[src/rtl/output_deskew_pkg.sv]
// Shared sizing defaults for the systolic-array output path (deskew and input parser).
// Mode encoding of the deskew block lives here so both sides agree on it.
package output_deskew_pkg;

    localparam int FULL_SIZE_DEF  = 8;
    localparam int HALF_SIZE_DEF  = 4;
    localparam int DATA_WIDTH_DEF = 16;
    localparam int FIFO_DEPTH_DEF = 4;

    // Width of one lane slice inside a packed row.
    localparam int LANE_W = DATA_WIDTH_DEF;

    typedef enum logic {
        MODE_FULL = 1'b0,
        MODE_TILE = 1'b1
    } mode_e;

endpackage

[src/rtl/output_deskew_lane.sv]
// lane_delay: enable-gated shift register of `depth` stages with a selectable tap.
// tap = 0 is a combinational pass-through; tap = k returns the k-th stage.
module lane_delay
    import output_deskew_pkg::*;
#(
    parameter int depth      = 1,
    parameter int DATA_WIDTH = DATA_WIDTH_DEF,
    parameter int SEL_W      = 3
) (
    input  logic                  clk,
    input  logic                  rst,
    input  logic                  enable,
    input  logic [SEL_W-1:0]      tap,
    input  logic [DATA_WIDTH-1:0] din,
    output logic [DATA_WIDTH-1:0] dout
);

    logic [depth-1:0][DATA_WIDTH-1:0] sr_r;
    logic [DATA_WIDTH-1:0]            dout_s;

    // Shift stages advance only on enabled cycles; unused stages keep shifting when bypassed.
    always_ff @(posedge clk or posedge rst) begin
        if (rst) begin
            sr_r <= '0;
        end else if (enable) begin
            sr_r[0] <= din;
            for (int k = 1; k < depth; k++) begin
                sr_r[k] <= sr_r[k-1];
            end
        end
    end

    // Tap multiplexer; out-of-range taps fall back to the live input.
    always_comb begin
        dout_s = din;
        for (int k = 1; k <= depth; k++) begin
            if (tap == SEL_W'(k)) begin
                dout_s = sr_r[k-1];
            end else begin
                dout_s = dout_s;
            end
        end
    end

    assign dout = dout_s;

endmodule

[src/rtl/output_deskew.sv]
// Realigns skewed systolic-array rows (full array or two half tiles) and buffers
// them in a small credit-protected FIFO with a registered head.
module output_deskew
    import output_deskew_pkg::*;
#(
    parameter int Full_Size  = FULL_SIZE_DEF,
    parameter int Half_Size  = HALF_SIZE_DEF,
    parameter int DATA_WIDTH = DATA_WIDTH_DEF,
    parameter int FIFO_DEPTH = FIFO_DEPTH_DEF
) (
    input  logic                            clk,
    input  logic                            rst,
    input  logic                            enable,
    input  logic                            tile,
    input  logic                            in_valid,
    input  logic [Full_Size*DATA_WIDTH-1:0] in_data,
    output logic                            in_ready,
    output logic                            out_valid,
    input  logic                            out_ready,
    output logic [Full_Size*DATA_WIDTH-1:0] out_data,
    output logic                            busy,
    output logic                            err
);

    localparam int ROW_W  = Full_Size * DATA_WIDTH;
    localparam int SEL_W  = $clog2(Full_Size);
    localparam int VP_LEN = Full_Size - 1;
    localparam int INF_W  = $clog2(VP_LEN + 1);
    localparam int PTR_W  = (FIFO_DEPTH > 1) ? $clog2(FIFO_DEPTH) : 1;
    localparam int CNT_W  = $clog2(FIFO_DEPTH + 1);
    // Valid-pipeline stages that exist in tile mode.
    localparam logic [VP_LEN-1:0] HALF_MASK = VP_LEN'((64'd1 << (Half_Size - 1)) - 64'd1);

    mode_e                            mode_r;
    logic [VP_LEN-1:0]                vpipe_r;
    logic [VP_LEN-1:0]                vpipe_nxt_s;
    logic [INF_W-1:0]                 inflight_s;
    logic [31:0]                      used_s;
    logic                             in_ready_s;
    logic                             busy_s;
    logic                             accept_s;
    logic                             tap_valid_s;
    logic                             wr_s;
    logic                             rd_s;
    logic [ROW_W-1:0]                 aligned_s;
    logic [FIFO_DEPTH-1:0][ROW_W-1:0] mem_r;
    logic [PTR_W-1:0]                 wr_ptr_r;
    logic [PTR_W-1:0]                 rd_ptr_r;
    logic [PTR_W-1:0]                 head_idx_s;
    logic [CNT_W-1:0]                 fifo_cnt_r;
    logic [CNT_W-1:0]                 cnt_nxt_s;
    logic [ROW_W-1:0]                 head_data_s;
    logic                             out_valid_r;
    logic [ROW_W-1:0]                 out_data_r;
    logic                             err_r;

    function automatic logic [PTR_W-1:0] ptr_inc(input logic [PTR_W-1:0] p);
        if (p == PTR_W'(FIFO_DEPTH - 1)) begin
            ptr_inc = '0;
        end else begin
            ptr_inc = p + PTR_W'(1);
        end
    endfunction

    // Per-lane deskew; lane Full_Size-1 never needs delay, and upper-half lanes
    // happen to need the same delay in both modes.
    for (genvar i = 0; i < Full_Size; i++) begin : g_lane
        localparam int LONG_D  = Full_Size - 1 - i;
        localparam int SHORT_D = Half_Size - 1 - (i % Half_Size);
        if (LONG_D == 0) begin : g_pass
            assign aligned_s[i*DATA_WIDTH +: DATA_WIDTH] = in_data[i*DATA_WIDTH +: DATA_WIDTH];
        end else begin : g_dly
            logic [SEL_W-1:0] tap_s;
            assign tap_s = (mode_r == MODE_TILE) ? SEL_W'(SHORT_D) : SEL_W'(LONG_D);
            lane_delay #(
                .depth      (LONG_D),
                .DATA_WIDTH (DATA_WIDTH),
                .SEL_W      (SEL_W)
            ) u_lane_delay (
                .clk    (clk),
                .rst    (rst),
                .enable (enable),
                .tap    (tap_s),
                .din    (in_data[i*DATA_WIDTH +: DATA_WIDTH]),
                .dout   (aligned_s[i*DATA_WIDTH +: DATA_WIDTH])
            );
        end
    end

    // Credit accounting, acceptance and valid-pipeline next state.
    always_comb begin
        inflight_s = '0;
        for (int k = 0; k < VP_LEN; k++) begin
            inflight_s = inflight_s + INF_W'(vpipe_r[k]);
        end
        used_s     = 32'(fifo_cnt_r) + 32'(inflight_s);
        in_ready_s = (used_s < 32'(FIFO_DEPTH));
        busy_s     = (inflight_s != '0);
        accept_s   = in_valid & in_ready_s & enable;
        if (mode_r == MODE_TILE) begin
            vpipe_nxt_s = {vpipe_r[VP_LEN-2:0], accept_s} & HALF_MASK;
            tap_valid_s = vpipe_r[Half_Size-2];
        end else begin
            vpipe_nxt_s = {vpipe_r[VP_LEN-2:0], accept_s};
            tap_valid_s = vpipe_r[Full_Size-2];
        end
    end

    // FIFO next state; the head register is fed from the write data when the row
    // being written becomes the head in the same cycle.
    always_comb begin
        wr_s       = enable & tap_valid_s;
        rd_s       = out_valid_r & out_ready;
        cnt_nxt_s  = fifo_cnt_r + CNT_W'(wr_s) - CNT_W'(rd_s);
        head_idx_s = rd_s ? ptr_inc(rd_ptr_r) : rd_ptr_r;
        if (wr_s && (wr_ptr_r == head_idx_s)) begin
            head_data_s = aligned_s;
        end else begin
            head_data_s = mem_r[head_idx_s];
        end
    end

    // Valid pipeline, mode register and sticky overflow flag.
    always_ff @(posedge clk or posedge rst) begin
        if (rst) begin
            vpipe_r <= '0;
            mode_r  <= MODE_FULL;
            err_r   <= 1'b0;
        end else begin
            if (enable) begin
                vpipe_r <= vpipe_nxt_s;
            end
            if (!busy_s && !in_valid) begin
                mode_r <= mode_e'(tile);
            end
            if (in_valid && enable && !in_ready_s) begin
                err_r <= 1'b1;
            end
        end
    end

    // FIFO storage needs no reset: pointers and count define what is valid.
    always_ff @(posedge clk) begin
        if (wr_s) begin
            mem_r[wr_ptr_r] <= aligned_s;
        end
    end

    // FIFO pointers, count and registered head outputs.
    always_ff @(posedge clk or posedge rst) begin
        if (rst) begin
            wr_ptr_r    <= '0;
            rd_ptr_r    <= '0;
            fifo_cnt_r  <= '0;
            out_valid_r <= 1'b0;
            out_data_r  <= '0;
        end else begin
            if (wr_s) begin
                wr_ptr_r <= ptr_inc(wr_ptr_r);
            end
            if (rd_s) begin
                rd_ptr_r <= ptr_inc(rd_ptr_r);
            end
            fifo_cnt_r  <= cnt_nxt_s;
            out_valid_r <= (cnt_nxt_s != '0);
            if (cnt_nxt_s != '0) begin
                out_data_r <= head_data_s;
            end
        end
    end

    assign in_ready  = in_ready_s;
    assign busy      = busy_s;
    assign out_valid = out_valid_r;
    assign out_data  = out_data_r;
    assign err       = err_r;

endmodule
[config.mk]
export PLATFORM = sky130hd
export DESIGN_NAME = output_deskew
export DESIGN_NICKNAME = d
export VERILOG_FILES = /design/src/rtl/output_deskew_pkg.sv /design/src/rtl/output_deskew_lane.sv /design/src/rtl/output_deskew.sv
export SDC_FILE = /design/constraint.sdc
export NUM_CORES = 2
export LEC_CHECK = 0
export CELL_PAD_IN_SITES_DETAIL_PLACEMENT = 2
export CELL_PAD_IN_SITES_GLOBAL_PLACEMENT = 2
export CORE_MARGIN = 5
export CORE_UTILIZATION = 45
export CTS_CLUSTER_SIZE = 8
export DETAILED_ROUTE_END_ITERATION = 10
export PLACE_DENSITY = 0.78
export REMOVE_ABC_BUFFERS = 1
export SYNTH_ARGS = -nofsm -noshare
export SYNTH_HDL_FRONTEND = slang
export SYNTH_SLANG_ARGS = --single-unit
export TNS_END_PERCENT = 30
[constraint.sdc]
create_clock -name clk -period 24.8 [get_ports clk]
set_input_delay 3.72 -clock clk [delete_from_list [all_inputs] [get_ports clk]]
set_output_delay 3.72 -clock clk [all_outputs]
set_load 0.05 [all_outputs]
==> impl_metrics.toml <==
# implementation run metrics
[final_timing]
drv_slew = 0
finalCriticalPeriod_ns = 8.38
fin_skew_ns = 0.0267
holdWs_ns = 0.497
hold_viol_final = 0
worst_slew_pin_slew_ns = 1.11
fmax_mhz = 119

[cts]
ctsResizeCount = 0
clock-sinks = 1105
clock-root-buffer = "clkbuf_16"
cts.clk_slew.worst_paths_ns = 0.05
cts_hold_buf = 0
cts_setup_buffers = 0

[synth]
yosys.area.top_type_share_pct = 36.5
syn_avg_cell_area_um2 = 19.0
ys_ff = 1105
compound_area_share_pct = 3.27
synthDistinctLibCells = 32
synth_seq_share_pct = 71.7
xor_share_pct = 0.0416
simple_gate_share_pct = 2.25
edf_count = 512
yosysMostFrequentCell = "dfrtp_1"
synth_warnings = 0
area_leaders = "edfxtp_1 (36%), dfrtp_1 (35%), mux2_2 (14%)"
synthTopCellsByCount = "dfrtp_1 (593), mux2_2 (514), edfxtp_1 (512)"

[routing]
viasPerCell = 5.65
wl_met3_um = 5340
drt_wl_total_um = 112000
post_drt_wl_per_cell_um = 28.5
wl_met2_um = 59500

[floorplanning]
dieArea_um2 = 99900
core_area_um2 = 93200
die_width_um = 316
taps = 1254
ioPinCount = 266
placement_rows = 112
die_h_um = 316

[critical_path]
critPathMaxFanout = 3
reg2reg_slack_ns = 19.65
critPathKind = "flip-flop to output pin"
worstPathArrival_ns = 4.66
rr_endpoint = "out_data[124]"
crit_required_ns = 21.08
max_stage_delay_ns = 0.74
cp-end-kind = "output pin"
cp_num_cells = 11
cp_num_buf_inv = 4
crit_chain = "fa_1 -> inv_1 -> fa_1 -> fa_1 -> fa_1 -> inv_1 -> ha_1 -> nand2_1 -> o21ai_0 -> inv_1 -> clkdlybuf4s50_1"
startpoint = "vpipe_r[3]"

[global_routing]
grt_first_pass_wirelength_um = 171000
met3_usage_pct = 4.48
gr-total-overflow = 0
grt_pass1_vias = 26200
use_met2_pct = 40.7
track_usage_pct = 22.7
grt_max_degree = 138

[pwr]
largestPowerGroup = "sequential cells"
power_frac_seq_pct = 38.2
p_sw_uw = 2290
power_density_nw_per_um2 = 132
p_leak_uw = 0.0190
combPwrFrac_pct = 32.0
vdd_drop_max_mv = 0.133

[cells_and_area]
final_cell_count_no_fill = 3912
synthToLayoutAreaGrowth_pct = 20.1
bufAreaShareNonClock_pct = 5.77
n_all_buffers = 297
regMostFlops = "mem_r"
final_area_um2 = 50600
inverters = 19
lay_top_cells = "dfrtp_1 (592), mux2_2 (514), edfxtp_1 (512)"
seq_area_share_pct = 59.7
clkCellAreaFrac_pct = 8.96
design.seq.count = 1105
final_util_pct = 54.3
dominant_cells = "sequential cells"
n_clock_buffer = 264
logic_gates = 958
regArea_um2 = 30200
n_fill_cell = 7919

[job]
warnings = 38

[place]
gp_congestion = 0.707
dpl.cell_count = 3633
io_buffers = 265
placed_cell_area_um2 = 46100
place_ws_ns = 16.51

[min_path]
min_from = "g_lane[0].g_dly.u_lane_delay.sr_r[50]"
hold_path_depth = 1

[outcome]
status = "finished clean"
==> images/power_grid.png <==
Scale bar: 100 um. Pins as bars on the die edge. Tap cells in gray.
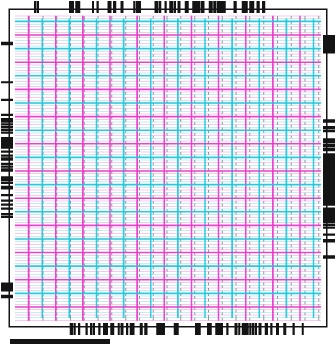
Key: VDD = cyan; VSS = magenta
The core has 112 rows. 22 straps on met4. 1254 tap cells. 266 signal pins sit on the boundary.

==> images/placement_by_type.png <==
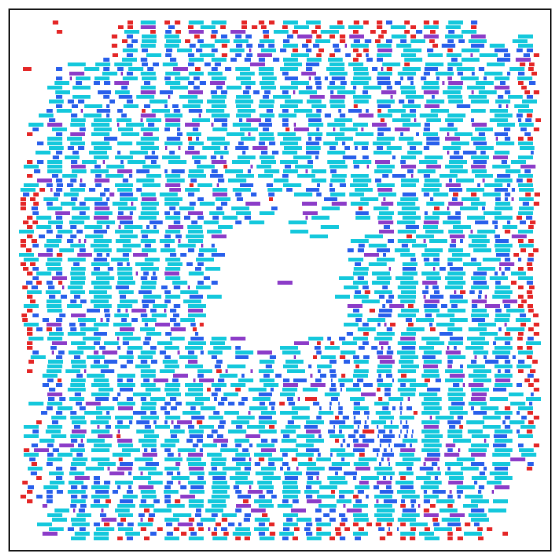
Key: clock drivers and dummy loads = purple [cells 278]; flops = cyan [cells 1105]; combinational and other logic = blue [cells 977]; other buffers and delay cells = red [cells 297]

==> images/clk_routes.png <==
Scale bar: 100 um.
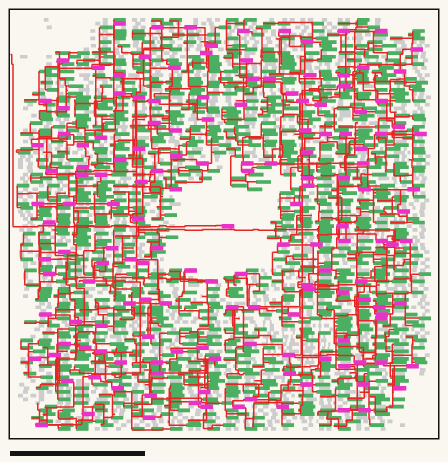
Key: flip-flops = green [count 1105]; clock wires = red [length 15700 um]; clock drivers = magenta [count 156]
Position of the flops: widely spread.

==> images/wires.png <==
Scale bar: 100 um. Only two layers are drawn.
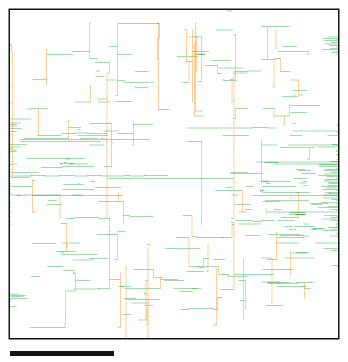
Key: metal 4 = orange [wire length 2500 um]; metal 3 = green [wire length 5340 um]

